**src/rtl/instr_register_pkg.sv**
```systemverilog
// Shared types for the instruction register and its write/read scheduler.
package instr_register_pkg;

    typedef enum logic [2:0] {
        ZERO  = 3'd0,
        PASSA = 3'd1,
        PASSB = 3'd2,
        ADD   = 3'd3,
        SUB   = 3'd4,
        MULT  = 3'd5,
        DIV   = 3'd6,
        MOD   = 3'd7
    } opcode_t;

    typedef logic signed [31:0] operand_t;
    typedef logic        [4:0]  address_t;
    typedef logic signed [63:0] result_t;

    typedef struct packed {
        opcode_t  opc;
        operand_t op_a;
        operand_t op_b;
        result_t  result;
    } instruction_t;

    localparam int NUM_REQ = 2;

    // A divide or modulo by zero is never stored; the scheduler consumes and flags it.
    function automatic logic is_div0(input opcode_t opc, input operand_t op_b);
        return ((opc == DIV) || (opc == MOD)) && (op_b == '0);
    endfunction

endpackage

```
**src/rtl/rr_arbiter2.sv**
```systemverilog
// Two-way round-robin arbiter; the requester granted last loses a tie.
module rr_arbiter2 (
    input  logic       clk,
    input  logic       reset_n,
    input  logic       clear,
    input  logic [1:0] req,
    input  logic       advance,
    output logic [1:0] grant
);

    logic rr_last_q;
    logic rr_last_d;

    // Grant selection and pointer update; a tie goes to the requester that did not win last.
    // NOTE: every combinational output gets a default first so no path can infer a latch.
    always_comb begin
        grant     = 2'b00;
        rr_last_d = rr_last_q;
        unique case (req)
            2'b01:   grant = 2'b01;
            2'b10:   grant = 2'b10;
            2'b11:   grant = rr_last_q ? 2'b01 : 2'b10;
            default: grant = 2'b00;
        endcase
        if (clear) begin
            rr_last_d = 1'b1;
        end else if (advance) begin
            rr_last_d = grant[1];
        end
    end

    // Last-grant register; resets to 1 so requester 0 wins the first tie.
    // NOTE: sequential state uses non-blocking assignments so all flops update together at the edge.
    always_ff @(posedge clk or negedge reset_n) begin
        if (!reset_n) begin
            rr_last_q <= 1'b1;
        end else begin
            rr_last_q <= rr_last_d;
        end
    end

endmodule

```
**src/rtl/instr_reg_sched.sv**
```systemverilog
// Write-side arbiter and read-side sequencer treating the instruction register as a circular queue.
module instr_reg_sched
    import instr_register_pkg::*;
#(
    parameter int DEPTH = 32,              // must equal 2**$bits(address_t) so pointers wrap naturally
    parameter int CNT_W = $clog2(DEPTH) + 1
) (
    input  logic                  clk,
    input  logic                  reset_n,
    input  logic                  flush,
    input  logic    [NUM_REQ-1:0] req_valid,
    output logic    [NUM_REQ-1:0] req_ready,
    input  opcode_t [NUM_REQ-1:0] req_opcode,
    input  operand_t [NUM_REQ-1:0] req_operand_a,
    input  operand_t [NUM_REQ-1:0] req_operand_b,
    output logic                  load_en,
    output opcode_t               opcode,
    output operand_t              operand_a,
    output operand_t              operand_b,
    output address_t              write_pointer,
    output address_t              read_pointer,
    input  instruction_t          instruction_word,
    output logic                  out_valid,
    input  logic                  out_ready,
    output instruction_t          out_word,
    output logic                  err_div0,
    output logic    [CNT_W-1:0]   count
);

    address_t           wr_ptr_q, wr_ptr_d;
    address_t           rd_ptr_q, rd_ptr_d;
    logic [CNT_W-1:0]   count_q, count_d;
    logic               err_div0_q, err_div0_d;

    logic [NUM_REQ-1:0] div0_req;
    logic [NUM_REQ-1:0] eligible;
    logic [NUM_REQ-1:0] grant;
    logic               full;
    logic               accept_en;
    logic               sel;
    logic               granted_div0;
    logic               push;
    logic               pop;

    // Nothing is accepted while reset is held or during a flush cycle.
    assign accept_en = reset_n && !flush;
    assign full      = (count_q == CNT_W'(DEPTH));

    // Eligibility: a full queue blocks normal requests, but a div0 request is always consumable.
    always_comb begin
        div0_req = '0;
        eligible = '0;
        for (int i = 0; i < NUM_REQ; i++) begin
            div0_req[i] = is_div0(req_opcode[i], req_operand_b[i]);
            eligible[i] = accept_en && req_valid[i] && (!full || div0_req[i]);
        end
    end

    rr_arbiter2 u_arb (
        .clk     (clk),
        .reset_n (reset_n),
        .clear   (flush),
        .req     (eligible),
        .advance (|eligible),
        .grant   (grant)
    );

    assign req_ready    = grant;
    assign sel          = grant[1];
    assign granted_div0 = |(grant & div0_req);
    assign push         = (|grant) && !granted_div0;
    assign out_valid    = (count_q != '0);
    assign pop          = out_valid && out_ready && !flush;

    // Register write port driven straight from the granted requester in the grant cycle.
    always_comb begin
        load_en   = push;
        opcode    = ZERO;
        operand_a = '0;
        operand_b = '0;
        if (push) begin
            opcode    = req_opcode[sel];
            operand_a = req_operand_a[sel];
            operand_b = req_operand_b[sel];
        end
    end

    // Queue bookkeeping; flush overrides any push or pop in the same cycle.
    always_comb begin
        wr_ptr_d   = wr_ptr_q;
        rd_ptr_d   = rd_ptr_q;
        count_d    = count_q;
        err_div0_d = granted_div0;
        if (flush) begin
            wr_ptr_d = '0;
            rd_ptr_d = '0;
            count_d  = '0;
        end else begin
            if (push) wr_ptr_d = wr_ptr_q + address_t'(1);
            if (pop)  rd_ptr_d = rd_ptr_q + address_t'(1);
            unique case ({push, pop})
                2'b10:   count_d = count_q + CNT_W'(1);
                2'b01:   count_d = count_q - CNT_W'(1);
                default: count_d = count_q;
            endcase
        end
    end

    // Queue state registers.
    always_ff @(posedge clk or negedge reset_n) begin
        if (!reset_n) begin
            wr_ptr_q   <= '0;
            rd_ptr_q   <= '0;
            count_q    <= '0;
            err_div0_q <= 1'b0;
        end else begin
            wr_ptr_q   <= wr_ptr_d;
            rd_ptr_q   <= rd_ptr_d;
            count_q    <= count_d;
            err_div0_q <= err_div0_d;
        end
    end

    assign write_pointer = wr_ptr_q;
    assign read_pointer  = rd_ptr_q;
    assign out_word      = instruction_word;
    assign err_div0      = err_div0_q;
    assign count         = count_q;

endmodule

```
**config.mk**
```make
export PLATFORM = sky130hd
export DESIGN_NAME = instr_reg_sched
export DESIGN_NICKNAME = d
export VERILOG_FILES = /design/src/rtl/instr_register_pkg.sv /design/src/rtl/rr_arbiter2.sv /design/src/rtl/instr_reg_sched.sv
export SDC_FILE = /design/constraint.sdc
export NUM_CORES = 1
export LEC_CHECK = 0
export ABC_CLOCK_PERIOD_IN_PS = 5020
export CAP_MARGIN = 20
export CORE_AREA = 2 2 193 195
export CTS_CLUSTER_DIAMETER = 80
export DETAILED_ROUTE_END_ITERATION = 10
export DIE_AREA = 0 0 195 197
export SLEW_MARGIN = 20
export SYNTH_ARGS = -nofsm -noshare
export SYNTH_HDL_FRONTEND = slang
export SYNTH_SLANG_ARGS = --single-unit
```
**constraint.sdc**
```tcl
create_clock -name clk -period 5.02 [get_ports clk]
set_input_delay 1.004 -clock clk [delete_from_list [all_inputs] [get_ports clk]]
set_output_delay 1.004 -clock clk [all_outputs]
set_load 0.005 [all_outputs]
```
Fig. 1: run 1, selected gate families
Scale: 2 px per micron.
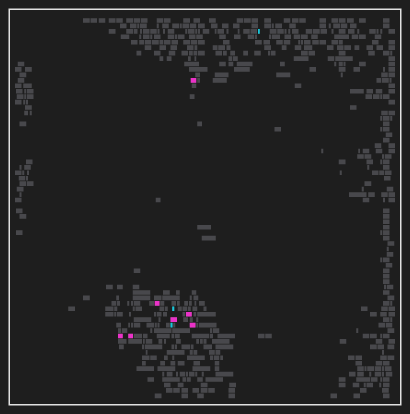
magenta -> AND-OR and OR-AND gates  # cells 7, most used a21o_1, where south
cyan -> inverters  # cells 3, most used inv_1
most common library cell in the layout ignoring fill and taps: clkdlybuf4s50_1
proportion of cell area occupied by multi-input gates: 0.3322
final standard cell count with taps included and fillers excluded: 1025

Fig. 2: run 1, cells by drive strength
Scale: 2 px per micron.
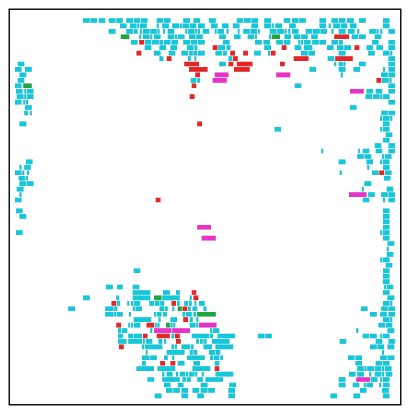
cyan -> drive 1 or less  # cells 496, share 89%
magenta -> drive 6 and up  # cells 11, share 2.0%
red -> drive 3 to 4  # cells 42, share 7.6%
green -> drive 2  # cells 7, share 1.3%
final non-filler cell area: 0.005702 sq mm
smallest setup slack after layout: 0.1385 ns
relative area change from synthesis to final layout: 70.42%
Non-Clock Buffer Count: 267

==> results.txt, run 1 <==
Latest figures from synthesis and place and route.

The destination of the worst hold path is write_pointer[4]$_DFFE_PN0P_. Measured in cells, the most critical reg-to-reg path has a length of 13. The floorplan step defined a core boundary enclosing 0.03626 sq mm. According to the tapcell log, the count of inserted taps is 468. The global-route wire length before repair is 23.01 mm. The initial antenna violation count is 4. The first element of the critical path is req_operand_b[59]. The clock root buffer is clkbuf_16. Of the synthesized area, sequential elements account for 0.1350. The y dimension of the die is 197 microns. Synthesis inferred 18 register bits. The area of the die is 0.03842 sq mm. Per the detailed placement report, the placed cell area equals 0.005477 sq mm. 264 cells are multi-input combinational gates. The number of levels the H-tree was split into is 1. Combinational power for this build is 0.729 mW.

The power report attributes to the combinational group a share of 0.667. The power in sequential cells is 0.204 mW. Yosys mapped a number of flops with a built-in enable equal to 0. The post-cts sizing count is 6.

The time the worst path needs with I/O delays and setup is 4.882 ns. The flow ran to the end, and the final reports show no timing, DRC or antenna violations. From left edge to right edge, the die measures 195 microns. The logic area is 0.001894 sq mm. The total leakage power is 2.481 nW. Summing every instance area after synthesis gives 0.003346 sq mm. The measured slew at the worst slew-check pin is 0.4577 ns. The number of warnings the tools reported is 26.

Post-synthesis, Yosys gives the total cell area as 0.003346 sq mm. The worst hold margin is 0.4939 ns. The highest-utilization routing layer at the global route stage is met2. The main area contributors are buf_4 (30%), mux2i_1 (22%), dfrtp_1 (13%). The fraction of power spent switching nets is 0.3605.

The number of nets in the finished design is 835. The area occupied by registers is 451.7 sq um. The total power is 1.093 mW. The via count of the first global-routing pass was 3616.

Per the detail_route log, met3 wirelength is 1.719 mm. The number of maximum-capacitance violations recorded for the run is 0. The portion of the clock cycle consumed by the worst path in the final layout is 0.9724.

The tightest min-delay check is of the flop to flop type. The non-clock buffer area fraction after layout is 0.4696. Per the final report, the share of cell area in clock cells is 0.01382. The timing report notes that buffer and inverter cells on the critical path total 6. For reference, the critical path cell chain is clkdlybuf4s50_1 > nor4_4 > buf_4 > nand3_1 > nor4_4 > buf_4 > o221ai_4 > buf_12 > buf_4 > mux2i_4 > nor2_1 > clkdlybuf4s50_1. The quantity of hold-fixing buffers added after cts is 0.

The worst slew slack as a fraction of its limit is 0.6946. After layout, the clock buffer instance count stands at 4. The flop count is 18. At floorplan, the net count of the design was reported as 712. The cell family with the largest share of critical-path delay is buffers and inverters. The biggest fanout along the worst timing path is 13. Per the OpenROAD timing report, the critical path contains 12 cells.

The setup check on the worst reg-to-reg path leaves a slack of 1.33 ns. The slowest stage cell on the critical path is clkdlybuf4s50_1. The flow reports power dissipated in the clock network as 0.160 mW. Per the skew report, the later register of the worst-skew pair sees a clock latency of 0.25 ns. The cell type with the highest aggregate area in the netlist is buf_4.

The setup slack at placement is -0.2247 ns. Across the VDD grid, the largest voltage drop is 0.0001636 V. Per the detail_route report, vias per standard cell equal 3.397.

The switching power is 0.3941 mW. The register with the most flip-flops in the layout has 6 of them. The maximum frequency from static timing analysis is 204.9 MHz. In the power breakdown, the internal column shows 0.6990 mW.

At the end of routability-driven placement, the weighted congestion stood at 0.7518. The overall global routing resource usage is 0.08048. Per the placement report, the placed cell count is 1017. For this run, the slowest stage of the critical path takes 0.54 ns. The capturing element of the worst setup path is operand_b[3].

The met3 routing resource usage after global routing is 0.02977. The relative contribution of the clock network to total power is 0.147. The OpenROAD report gives the critical path a data arrival time of 3.88 ns. The number of sinks on the clock net is 18. For the worst reg-to-reg path, the endpoint reported by OpenROAD is count[5]$_DFFE_PN0P_. Registers represent a cell area share of 0.07922. The share of Yosys cell area claimed by the top area cell type is 0.3029. The per-cell routed wire length is 16.82 microns.

The number of standard cells reported by yosys is 434. By startpoint and endpoint, the worst setup path is classified as primary input to primary output. Buffers placed on the I/O ports in this run total 227.

The post-route antenna net violation count is 0. The biggest power consumer among the groups is combinational logic. Setup repair after global routing left no endpoint under its margin. Counting instances, the worst hold path has a depth of 1. The clock edge transition at the registers on the reported setup and hold paths is 0.05 ns. The clock tree from TritonCTS is done. The clock tree skew after final layout is 0.003331 ns. The final report lists the setup-violating endpoint count as 0. The total DRC errors in the routed layout is 0. The cell class ranked first by area is buffers.

Looking at the clock tree report, the maximum root-to-sink buffer count equals 2. Among the stages of the critical path, the cell type that occurs most often is buf_4. The initial detailed-routing violation count is 107.

The worst setup path is launched from a primary input. The half-perimeter wire length after placement is 14.79 mm. The type of destination of the critical path is a primary output.

The core utilization before placement is 0.09227. The number of inserted filler cells in the final layout is 4127. The antenna diode instance count is 1. The post-synthesis cell type count is 47.

The number of hold violations in the final report is 0. The maximum number of pins on one net before global-route repair is 45. In the per-layer breakdown of the detailed-route log, met1 shows 6.291 mm. The row count is 70. The number of buffers added by the clock tree synthesis step is 3.

The total congestion overflow is 0. The post-CTS repair timing setup buffer count is 0. Ranking logic cells in the layout by count gives the top entries clkdlybuf4s50_1 (225), nor2_1 (80), mux2i_1 (70). The met1 capacity usage during global routing is 0.08500. The per-instance average area after synthesis is 7.709 sq um. The sequential cell fraction of total power is 0.186. The commonest register cell is dfrtp_1.

For this run, asynchronously set or reset flops after synthesis account for 1.000. The number of top-level pins is 490. The endpoint required time on the critical path is 4.02 ns. The setup TNS is 0 ns.

In the final layout, the share of cells above drive strength 1 is 0.1079. The non-clock inverter count in the final layout is 3. The number of warnings reported in the yosys synthesis log is 0. The gate count after technology mapping is 434. For the worst reg-to-reg path, the startpoint reported by OpenROAD is count[0]$_DFFE_PN0P_. The sum of met2 wire segment lengths after detailed routing is 8.513 mm. Power spread over the standard cell area amounts to 191.7 mW/mm^2. The number of iterations in the first detailed-routing pass is 6. The launch point of the worst min-delay path is recorded as write_pointer[4]$_DFFE_PN0P_.

The utilization after layout is 0.1572. The highest layer touched by signal routing is met5. The final timing report lists a max-slew violation count of 0.
Fig. 3: run 1, M2 wires
Scale: 1.5 px per micron.
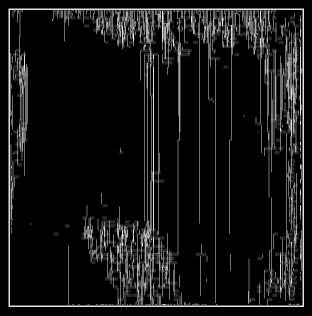
wire length on this layer = 8510 microns
nets with wire on the layer = 711
share of all routed wire = 49%
total via count in the routed design: 3482
Routed Wire Length: 17.24 mm
met2 layer usage reported by global route: 0.1444

==> run 1: cell families after synthesis <==
kind of cell	count (synthesis)	share of synthesized area
AND-OR/OR-AND	29	0.06021
buffers and inverters	152	0.3295
AND/OR/NAND/NOR	147	0.2064
adder cells (fa/ha/maj)	7	0.02842
XOR/XNOR	7	0.01832
flip-flops	18	0.1350
multiplexers	74	0.2221
==> run 1: synth_stat cells (2+ instances only) <==
library cell and number:
buf_4 135, nor2_1 80, mux2i_1 72, nand2_1 22, dfrtp_1 17, nor4_1 14
clkbuf_1 9, nand3_1 8, a21oi_1 7, ha_1 6, o21ai_0 6, nand4_1 5
nor3_1 4, xor2_1 4, buf_6 3, inv_1 3, or3_1 3, xnor2_1 3
a21o_1 2, buf_2 2, o311ai_0 2, o31ai_1 2
==> run 2: changes to the inputs <==
Settings changed: CAP_MARGIN 20 to 0.
Fig. 4: run 2, M2 wires
Scale: 1.5 px per micron.
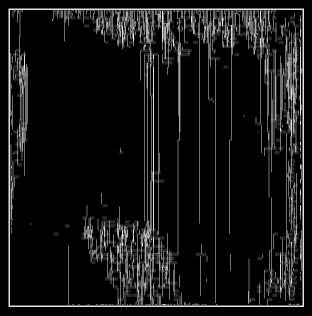
share of all routed wire = 49%
main direction = vertical
wire length on this layer = 8510 microns
longest straight run = 163 microns

Fig. 5: run 2, selected gate families
Scale: 2 px per micron.
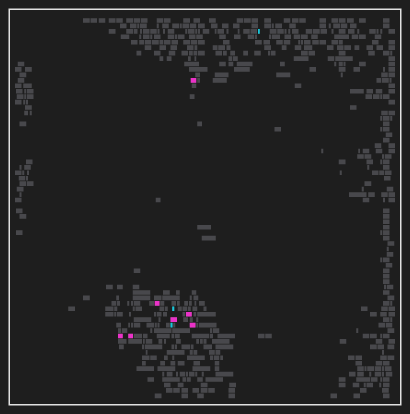
magenta -> AND-OR and OR-AND gates  # cells 7, most used a21o_1, where south
cyan -> inverters  # cells 3, most used inv_1

==> results.txt, run 2 <==
Latest figures from synthesis and place and route.

The startpoint kind of the worst setup timing path is a primary input. The biggest fanout along the worst timing path is 13. Per the timing report, the achievable frequency comes out to 204.9 MHz.

Per the post-synthesis stats, the area per cell is 7.709 sq um. The destination of the worst hold path is write_pointer[4]$_DFFE_PN0P_. Setup repair after global routing left no endpoint under its margin. Per the OpenROAD floorplan log, the width of the die is 195 microns. For this configuration, the core starts out at a cell density of 0.09227.

The power report attributes to the sequential group a share of 0.186. For this design the total switching power over the nets is 0.3941 mW. Measured on the finished design, the core utilization comes to 0.1572. In the final layout, the share of cells above drive strength 1 is 0.1079. The number of nets handed over by synthesis was 712.

The measured slew at the worst slew-check pin is 0.4577 ns. The wire length on met3 is 1.719 mm. After technology mapping, the gate count stands at 434. The clock tree skew after final layout is 0.003331 ns. For this run, the register share of the synthesized area comes to 0.1350. The met3 routing resource usage after global routing is 0.02977. Counting flops with an async set or reset pin after synthesis yields a share of 1.000. The routed wire length is 17.24 mm. During synthesis, Yosys emitted a total of 0 warnings.

Nets still carrying antenna violations after routing amount to 0. The largest buffer count on any clock path is 2. The gate-level netlist out of Yosys references 47 unique cell types. The signed area change from the synthesized netlist to the final layout is 70.42%. The total instance count after detailed placement is 1017. The number of port buffers is 227.

The number of max-cap violations is 0. The register bit total from synthesis is 18. The maximum ir drop on the vdd rail is 0.0001636 V. TritonCTS built the clock tree. The cell occurring most often along the worst timing path is buf_4. Yosys stat counts 434 cells in the synthesized netlist.

The met2 global-route usage is 0.1444. The cell type with the highest aggregate area in the netlist is buf_4. The worst min-delay path category is flop to flop. The cell area after synthesis is 0.003346 sq mm. Of the post-synthesis cell area, the dominant cell type holds 0.3029. The instance area at placement is 0.005477 sq mm. The number of sinks on the clock net is 18. After routing, the total negative slack on setup checks comes to 0 ns. In this run the critical path is formed by clkdlybuf4s50_1 > nor4_4 > buf_4 > nand3_1 > nor4_4 > buf_4 > o221ai_4 > buf_12 > buf_4 > mux2i_4 > nor2_1 > clkdlybuf4s50_1. The sum of met2 wire segment lengths after detailed routing is 8.513 mm. In this run, post-CTS repair resized a total of 6 instances.

Looking at the reg2reg group, the worst path ends at count[5]$_DFFE_PN0P_. The flow reports power dissipated in the clock network as 0.160 mW. The total overflow left after global routing is 0. After its last routability iteration, the placer logged a weighted congestion of 0.7518. The global-route wire length before repair is 23.01 mm. The final report lists the setup-violating endpoint count as 0. Looking at the clock tree report, the root buffer type is clkbuf_16. Per the detail_route log, the uppermost layer with routed signals is met5.

The worst hold margin is 0.4939 ns. The data arrival at the endpoint of the critical path is 3.88 ns. Cell internal power was estimated by the tool at 0.6990 mW.

The endpoint required time on the critical path is 4.02 ns. Sorting the synthesized cells by how often they occur yields buf_4 (135), nor2_1 (80), mux2i_1 (72). The kind of critical path is primary input to primary output. Per the OpenROAD floorplan log, the height of the die is 197 microns. With fillers left out, the area of the finished cells amounts to 0.005702 sq mm. In the post-synthesis netlist, the cell with the most instances is buf_4.

In the routed layout, each cell is associated on average with a via count of 3.397. The chip area line in the Yosys stat output reads 0.003346 sq mm. The dominant power group in this design is combinational logic. The relative contribution of combinational cells to total power is 0.667. Overall routing resource usage recorded by global route was 0.08048. The number of flops mapped to enable cells by yosys is 0.

The run finished with clean final reports. Yosys attributes the largest share of cell area to buf_4 (30%), mux2i_1 (22%), dfrtp_1 (13%). Among logic cells in the layout, the one with the most instances is clkdlybuf4s50_1. Switching power as a fraction of the total was reported as 0.3605. The via count of the first global-routing pass came to 3616.

Checking max transition, the worst relative margin is 0.6946. The cell family with the largest share of critical-path delay is buffers and inverters. The time the worst path needs with I/O delays and setup is 4.882 ns.
Fig. 6: run 2, cells by drive strength
Scale: 2 px per micron.
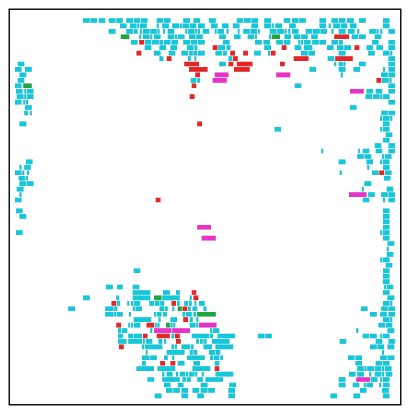
green -> drive 2  # cells 7, share 1.3%
magenta -> drive 6 and up  # cells 11, share 2.0%
cyan -> drive 1 or less  # cells 496, share 89%
red -> drive 3 to 4  # cells 42, share 7.6%

[run 2: cell counts in the layout (fill, tap and decap cells not counted)]
Identical to the previous run, type by type.
[run 2: logic make-up after synthesis]
| kind of cell | after synthesis | synth area share |
|---|---|---|
| simple gates | 147 | 0.2064 |
| mux | 74 | 0.2221 |
| compound gates | 29 | 0.06021 |
| fa+ha+maj | 7 | 0.02842 |
| xor+xnor | 7 | 0.01832 |
| flops | 18 | 0.1350 |
| buf+inv | 152 | 0.3295 |
[run 2: layout make-up]
| class | count | area (sq um) |
|---|---|---|
| fill | 4127 | 30560 |
| timing repair buffer | 267 | 2678 |
| multi-input combinational | 264 | 1894 |
| tap | 468 | 585.6 |
| sequential | 18 | 451.7 |
| clock buffer | 4 | 78.83 |
| inverter | 3 | 11.26 |
| antenna | 1 | 2.502 |
Power is estimated from default activity; no workload was simulated.
